File: src/rtl/nor_chain_pipe.sv
// nor_chain_pipe: STAGES-deep pipeline of cascaded OR/NOR gate stages with a
// valid/ready handshake, synchronous flush and a completed-output counter.
//
// Stage k computes r[k] = G(r[k-1] | side[k]) (stage 0 uses a instead of
// r[-1]), where G inverts when the transaction's inv_en was 1. Each stage
// register carries the results produced so far plus the captured side
// operands and gate mode, so the last stage holds every tap.
//
// Ports:
//   clk, rst_n        - clock, asynchronous active-low reset
//   flush             - clears all stage valid bits at the next edge
//   in_valid/in_ready - input handshake (in_ready is combinational)
//   a, side, inv_en   - operands and gate mode, captured on acceptance
//   out_valid/out_ready - output handshake from the last stage register
//   y                 - last stage result (top slice of taps)
//   taps              - all stage results, slice k = stage k
//   count             - completed output transactions, wraps at 16 bits
module nor_chain_pipe #(
    parameter int unsigned STAGES = 3,
    parameter int unsigned WIDTH  = 1
) (
    input  logic                      clk,
    input  logic                      rst_n,
    input  logic                      flush,
    input  logic                      in_valid,
    output logic                      in_ready,
    input  logic [WIDTH-1:0]          a,
    input  logic [STAGES*WIDTH-1:0]   side,
    input  logic                      inv_en,
    output logic                      out_valid,
    input  logic                      out_ready,
    output logic [WIDTH-1:0]          y,
    output logic [STAGES*WIDTH-1:0]   taps,
    output logic [15:0]               count
);

    localparam int unsigned TW = STAGES * WIDTH;

    // Stage registers
    logic [STAGES-1:0] v_q;
    logic [TW-1:0]     res_q  [STAGES];
    logic [TW-1:0]     side_q [STAGES];
    logic [STAGES-1:0] inv_q;
    logic [15:0]       count_q;

    // Next-state values offered to each stage by its upstream neighbour
    logic [STAGES-1:0] rdy;
    logic [STAGES-1:0] up_valid;
    logic [TW-1:0]     res_d  [STAGES];
    logic [TW-1:0]     side_d [STAGES];
    logic [STAGES-1:0] inv_d;

    // Ready ripples back from out_ready; an empty stage is always ready, which
    // collapses bubbles even while the output is stalled.
    always_comb begin
        logic r;
        r   = out_ready;
        rdy = '0;
        for (int k = int'(STAGES) - 1; k >= 0; k--) begin
            r      = ~v_q[k] | r;
            rdy[k] = r;
        end
    end

    always_comb begin
        logic [WIDTH-1:0] g;
        up_valid = '0;
        inv_d    = '0;
        for (int k = 0; k < int'(STAGES); k++) begin
            res_d[k]  = '0;
            side_d[k] = '0;
        end

        // Stage 0 evaluates straight from the input operands.
        g = a | side[0 +: WIDTH];
        if (inv_en) g = ~g;
        up_valid[0]          = in_valid;
        res_d[0][0 +: WIDTH] = g;
        side_d[0]            = side;
        inv_d[0]             = inv_en;

        // Later stages use only the values captured with the transaction.
        for (int k = 1; k < int'(STAGES); k++) begin
            g = res_q[k-1][(k-1)*WIDTH +: WIDTH] | side_q[k-1][k*WIDTH +: WIDTH];
            if (inv_q[k-1]) g = ~g;
            up_valid[k]              = v_q[k-1];
            res_d[k]                 = res_q[k-1];
            res_d[k][k*WIDTH +: WIDTH] = g;
            side_d[k]                = side_q[k-1];
            inv_d[k]                 = inv_q[k-1];
        end
    end

    always_ff @(posedge clk or negedge rst_n) begin
        if (!rst_n) begin
            v_q     <= '0;
            inv_q   <= '0;
            count_q <= '0;
            for (int k = 0; k < int'(STAGES); k++) begin
                res_q[k]  <= '0;
                side_q[k] <= '0;
            end
        end else begin
            // The output handshake still completes during a flush cycle.
            if (out_valid && out_ready) count_q <= count_q + 16'd1;
            for (int k = 0; k < int'(STAGES); k++) begin
                if (flush) begin
                    v_q[k] <= 1'b0;
                end else if (rdy[k]) begin
                    v_q[k] <= up_valid[k];
                end
                // Data only moves with a real transaction; stalled stages hold.
                if (rdy[k] && up_valid[k] && !flush) begin
                    res_q[k]  <= res_d[k];
                    side_q[k] <= side_d[k];
                    inv_q[k]  <= inv_d[k];
                end
            end
        end
    end

    // Side slices already consumed and the last stage's mode copy are dead;
    // fold them here so they read as intentionally unused.
    logic unused_state;
    always_comb begin
        unused_state = ^inv_q;
        for (int k = 0; k < int'(STAGES); k++) begin
            unused_state = unused_state ^ (^side_q[k]);
        end
    end

    // Flush wins over acceptance.
    assign in_ready  = rdy[0] & ~flush;
    assign out_valid = v_q[STAGES-1];
    assign taps      = res_q[STAGES-1];
    assign y         = res_q[STAGES-1][(STAGES-1)*WIDTH +: WIDTH];
    assign count     = count_q;

endmodule

File: config.mk
export PLATFORM = sky130hd
export DESIGN_NAME = nor_chain_pipe
export DESIGN_NICKNAME = d
export VERILOG_FILES = /design/src/rtl/nor_chain_pipe.sv
export SDC_FILE = /design/constraint.sdc
export NUM_CORES = 1
export LEC_CHECK = 0
export CAP_MARGIN = 20
export CORE_MARGIN = 3
export CORE_UTILIZATION = 40
export CTS_CLUSTER_SIZE = 24
export DETAILED_ROUTE_END_ITERATION = 12
export PLACE_DENSITY = 0.68
export RECOVER_POWER = 25
export SLEW_MARGIN = 10
export SYNTH_ARGS = -nofsm -noshare
export SYNTH_HDL_FRONTEND = slang
export SYNTH_SLANG_ARGS = --single-unit
File: constraint.sdc
create_clock -name clk -period 3.7 [get_ports clk]
set_input_delay 0.555 -clock clk [delete_from_list [all_inputs] [get_ports clk]]
set_output_delay 0.555 -clock clk [all_outputs]
set_load 0.1 [all_outputs]
==> run_1/wires.png <==
Two of the layers only.
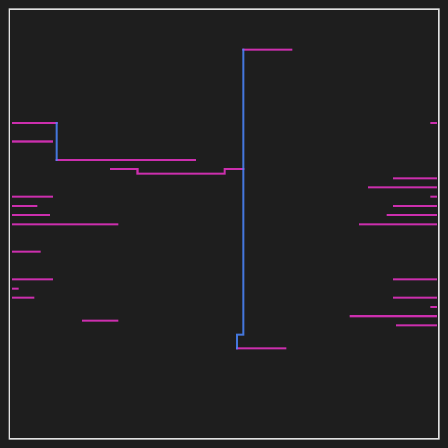
Key: metal 4 = blue [wire length 50.6 um]; metal 3 = magenta [wire length 190 um]

==> run_1/layer_met2.png <==
Cells faint in the background.
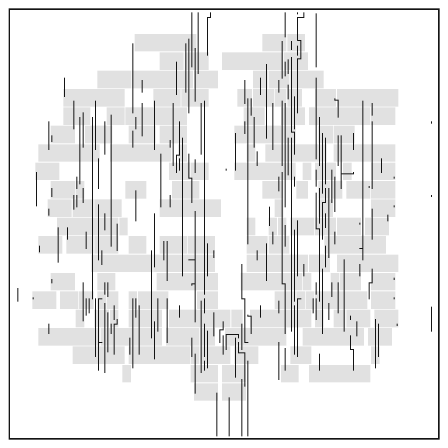
The longest straight run is 28.6 um. The layer carries 1080 um of wire. The wires run mostly vertical.

==> flow_summary.ini, run 1 <==
; synthesis and place-and-route metrics
[outcome]
outcome = complete, but fails checks
failed_checks = max-capacitance violations, max-slew violations

[cts]
cts-buffers-inserted = 5
clock-root-buffer = clkbuf_4
post_cts.resized_instances = 0
skew_pair_late_insertion_delay_ns = 0.33
cts.reportedPaths.clkPinSlew_ns = 0.09
post-cts-setup-buffers = 0
clock_tree_from_tritoncts = done
cts_buffer_depth = 2
h_tree_level_count = 2

[worst_setup_path]
timing_worst_setup_path_type = flip-flop to output pin
critPathLaunch = count[2]$_DFFE_PN0P_
timing.critical_path.cells = clkdlybuf4s50_1
worst-path-buf-inv = 1
crit_path_max_fo = 6
crit_path_start_kind = flip-flop
cp.required_ns = 3.14
cp_slowest_stage_delay_ns = 1.18
timing.critical_path.max_delay_family = buffers and inverters
cp.arrival_ns = 2.00
worst_path_max_delay_cell = clkdlybuf4s50_1
r2r-start = v_q[2]$_DFFE_PN0P_
critical_path_depth = 1
critPathCapture = count[2]

[floorplan]
chip_area_mm2 = 0.00401
pin_count = 32
fp.dieH_um = 63.3
dieWidth_um = 63.3
coreArea_mm2 = 0.00310

[route]
initialDrtViolationCount = 28
avgRoutedWirePerCell_um = 12.1
m1WireLength_um = 951
avgViaCountPerCell = 4.78
total_drc_errors_in_the_routed_layout = 0
sum_of_met3_wire_segment_lengths_after_detailed_routing_um = 189
top_layer_used_by_detailed_routing = met4
finalWirelength_mm = 2.27
total_met2_wirelength_after_detailed_routing_mm = 1.08

[synthesis]
dominant_cell_type_by_area_after_synthesis = dfrtp_1
syn_nets = 115
ys_seq_share_pct = 57.1
synth-seq-cells = 30
post-synth-top-count-cell = dfrtp_1
yosys-top-cells-count = 30 x dfrtp_1, 13 x nor2_1, 12 x mux2_2

[sta]
finClkSkew_ns = 0.00413
shortest_period_the_worst_path_allows_ns = 2.55
max_slew.worst_pin.slew_ns = 1.56
fmax_mhz = 391
setup_viol_count_final = 0
grt_setup_unrepaired = no
finalMaxSlewViolations = 31
timing.final.hold_violations = 0

[layout]
diodes = 0
nFillCells = 295
final-seq-area_um2 = 751
drive_above_1_share_pct = 18.9
finish.utilization_pct = 56.5
fin_cells = 187
multi_input_comb_area_um2 = 552
lay_top_count = dfrtp_1
stdcell_area_mm2 = 0.00175

[grt]
antenna_found_initial = 0
grt_remaining_overflow = 0
number_of_global_route_vias_before_repair = 889
grt_pass1_wl_mm = 3.84

[placement]
post-place-cells = 179
dp_slack_ns = 1.40
place_hpwl_mm = 1.69
area_of_placed_instances_mm2 = 0.00168
routabilityCongestion = 0.716

[power_and_ir_drop]
powerDensity_mw_per_mm2 = 658
peakVddDrop_v = 0.000311

[flow_run]
drv_cap = 1
==> run_1/sizes.png <==
The bar under the picture is 20 um long.
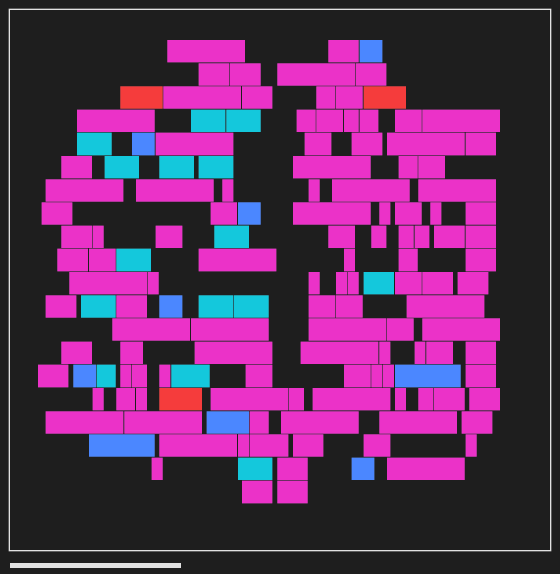
Key: _0 and _1 cells = magenta [cells 116]; _2 cells = cyan [cells 15]; _6 and larger = red [cells 3]; _3 and _4 cells = blue [cells 9]

==> run_1/layer_met1.png <==
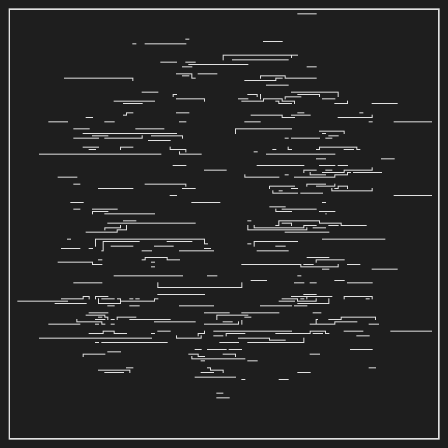
The layer holds 42% of the routed length. 122 nets have wire on it. The longest straight run is 17.9 um. The layer carries 951 um of wire. The wires run mostly horizontal.

-- run 1: registers in the layout (all words and copies together), names as in the netlist --
name    cells
count      16
res_d       3
side_d      3
taps        3
v_q         3
inv_q       2
-- run 1: cells by family after synthesis --
logic type | after synthesis | share of synthesized area (%)
flip-flops | 30 | 57.1
XOR/XNOR | 18 | 12.0
buffers and inverters | 2 | 0.857
multiplexers | 12 | 10.3
AND-OR/OR-AND | 3 | 2.48
AND/OR/NAND/NOR | 38 | 16.3
adder cells (fa/ha/maj) | 1 | 0.952
-- run 1: worst min path at each step --
stage	cells past startpoint	start	end	slack, ns
floorplan	0	rst_n	count[0]$_DFFE_PN0P_	0.26
global placement	1	count[15]$_DFFE_PN0P_	count[15]$_DFFE_PN0P_	0.46
detailed placement	1	count[15]$_DFFE_PN0P_	count[15]$_DFFE_PN0P_	0.47
CTS	1	count[15]$_DFFE_PN0P_	count[15]$_DFFE_PN0P_	0.48
global route	1	count[11]$_DFFE_PN0P_	count[11]$_DFFE_PN0P_	0.52
finish	1	count[15]$_DFFE_PN0P_	count[15]$_DFFE_PN0P_	0.48
-- run 1: report_power, final --
part / switching [mW] / internal, mW / total [mW]
clock: 0.111 / 0.130 / 0.241
combinational: 0.352 / 0.128 / 0.479
sequential: 0.0491 / 0.384 / 0.433
total: 0.512 / 0.641 / 1.15
-- run 1: cell type report --
class / count / share of cell area [%]
timing repair buffer: 32 / 17.8
clock buffer: 8 / 4.50
sequential: 30 / 42.9
tap: 44 / 3.14
inverter: 1 / 0.214
multi-input combinational: 72 / 31.5
-- run 1: metal layers --
metal | up-vias | GRT usage, %
li1 | 428 | -
met1 | 432 | 13.9
met2 | 28 | 20.0
met3 | 5 | 4.63
met4 | 0 | 8.09
met5 | - | 0
==> inputs of run 2 (changes only) <==
==> constraint.sdc (replaced) <==
create_clock -name clk -period 2.4 [get_ports clk]
set_input_delay 0.36 -clock clk [delete_from_list [all_inputs] [get_ports clk]]
set_output_delay 0.36 -clock clk [all_outputs]
set_load 0.1 [all_outputs]
==> run 2 against run 1 <==
  * The flow now finishes without violations
  * Non-clock buffer count did not move
  * Sequential power rose by 54%
  * Flip-flop count stayed put
  * Sequential share of layout area increased by 1.6 points
  * Clock power up 18%
  * First-iteration DRC count rose by 79%
  * Clock skew increased by 0.0065 ns
  * Via count is 1.0% lower
  * Utilization decreased by 2.1 points
  * Cell area down 3.6%
  * Synthesized cell count unchanged
==> flow_summary.ini, run 2 <==
; synthesis and place-and-route metrics
[outcome]
outcome = complete, no violations

[flow_run]
drv_cap = 0

[floorplan]
pin_count = 32
dieWidth_um = 63.3
coreArea_mm2 = 0.00310
chip_area_mm2 = 0.00401

[synthesis]
post_synthesis_share_of_cell_area_spent_on_and_or_and_or_and_gates_pct = 2.48
synth.cellmix.adderShare_pct = 0.952
mux_share_pct = 10.3
post-synth-top-count-cell = dfrtp_1
synth-seq-cells = 30
dominant_cell_type_by_area_after_synthesis = dfrtp_1
ys_seq_share_pct = 57.1
yosys-top-cells-count = 30 x dfrtp_1, 13 x nor2_1, 12 x mux2_2
ys_sh_xor_pct = 12.0

[power_and_ir_drop]
share_of_total_power_in_the_clock_network_pct = 17.0
switching_share_pct = 46.0
logic_gate_share_of_total_power_pct = 43.0
intPower_uw = 901
powerDensity_mw_per_mm2 = 989
peakVddDrop_v = 0.000430
power.switching_uw = 768

[sta]
max_slew.worst_pin.slew_ns = 0.374
timing.final.hold_violations = 0
finalMaxSlewViolations = 0
setup_viol_count_final = 0
finClkSkew_ns = 0.0106
fmax_mhz = 540
shortest_period_the_worst_path_allows_ns = 1.85

[route]
finalWirelength_mm = 2.24
avgViaCountPerCell = 4.78
initialDrtViolationCount = 50
top_layer_used_by_detailed_routing = met4
avgRoutedWirePerCell_um = 12.1

[grt]
antenna_found_initial = 0

[cts]
post_cts.resized_instances = 0
post-cts-setup-buffers = 0
cts.reportedPaths.clkPinSlew_ns = 0.09
skew_pair_late_insertion_delay_ns = 0.32

[layout]
lay_top_count = dfrtp_1
largest_register_ff_count = 16

[worst_setup_path]
timing_worst_setup_path_type = primary input to output pin
crit_path_start_kind = primary input
worst-path-buf-inv = 2
timing.critical_path.max_delay_family = buffers and inverters
cp.required_ns = 2.04
cp_slowest_stage_delay_ns = 0.58

[placement]
area_of_placed_instances_mm2 = 0.00164
==> run 2: power by group through the flow <==
stage	Clock [mW]	Combinational [mW]	Sequential, mW
after floorplan	0	0.201	1.05
after global placement	0	0.716	0.678
after detailed placement	0	0.724	0.680
after CTS	0.297	0.725	0.670
after global routing	0.318	0.751	0.684
final	0.284	0.717	0.668
==> run 2: cell families after synthesis <==
logic type,after synthesis
AOI/OAI and AO/OA,3
xor gates and xnor gates,18
adders and majority gates,1
buffers and inverters,2
DFF,30
muxes,12
and+or+nand+nor,38
==> run 2: through the flow <==
step	utilization [%]	setup WS (ns)	power, mW	cells
after CTS	54.4	0.550	1.69	185
after detailed placement	52.7	0.539	1.40	179
after floorplan	-	0.0627	1.25	104
after global routing	54.4	0.517	1.75	185
after global placement	52.7	0.576	1.39	179
final	54.4	0.548	1.67	185
==> run 2: path summary, 6_finish.rpt <==
path	to	slack, ns	cells after the start
setup / recovery	in_ready	0.55	4
setup reg to reg	inv_q[1]$_DFFE_PN0P_	0.98	4
hold reg to reg	count[15]$_DFFE_PN0P_	0.49	1
max in group asynchronous	side_d[2]$_DFFE_PN0P_	1.63	2
hold / removal	count[0]$_DFFE_PN0P_	0.48	2
min in group clk	count[15]$_DFFE_PN0P_	0.49	1
==> run 2: layout make-up <==
class                      instances  area [um^2]
fill                             296         1420
sequential                        30          751
multi-input combinational         72          552
timing repair buffer              32          275
tap                               44         55.1
clock buffer                       6         51.3
inverter                           1         3.75
==> run 2: metal layers <==
metal / GRT usage, % / up-vias
met5: 0 / -
met4: 3.23 / 0
met3: 6.77 / 5
met2: 20.9 / 27
met1: 14.3 / 421
li1: - / 431
==> run 2: worst reg2reg max path: cells and delay by family (launching register included) <==
family | cells | cell delay (ns)
DFF | 1 | 0.42
muxes | 1 | 0.36
and+or+nand+nor | 3 | 0.53
==> run_2/clocks.png <==
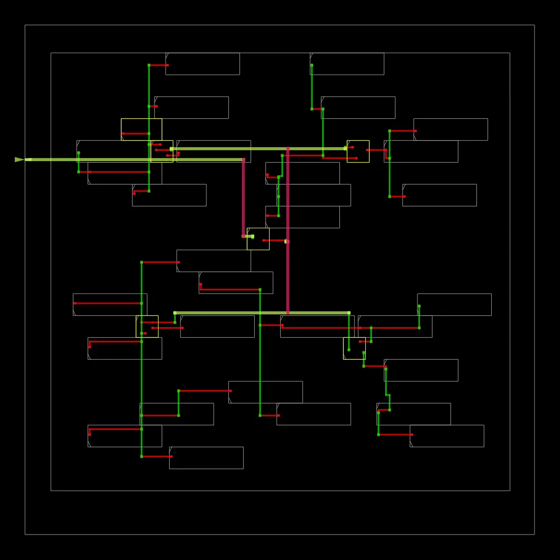
number of clock sinks seen by CTS: 30
clock tree buffer count of the final layout: 6
CTS Buf Count: 5

No activity file was given, so power comes from the tool's default toggle rates.
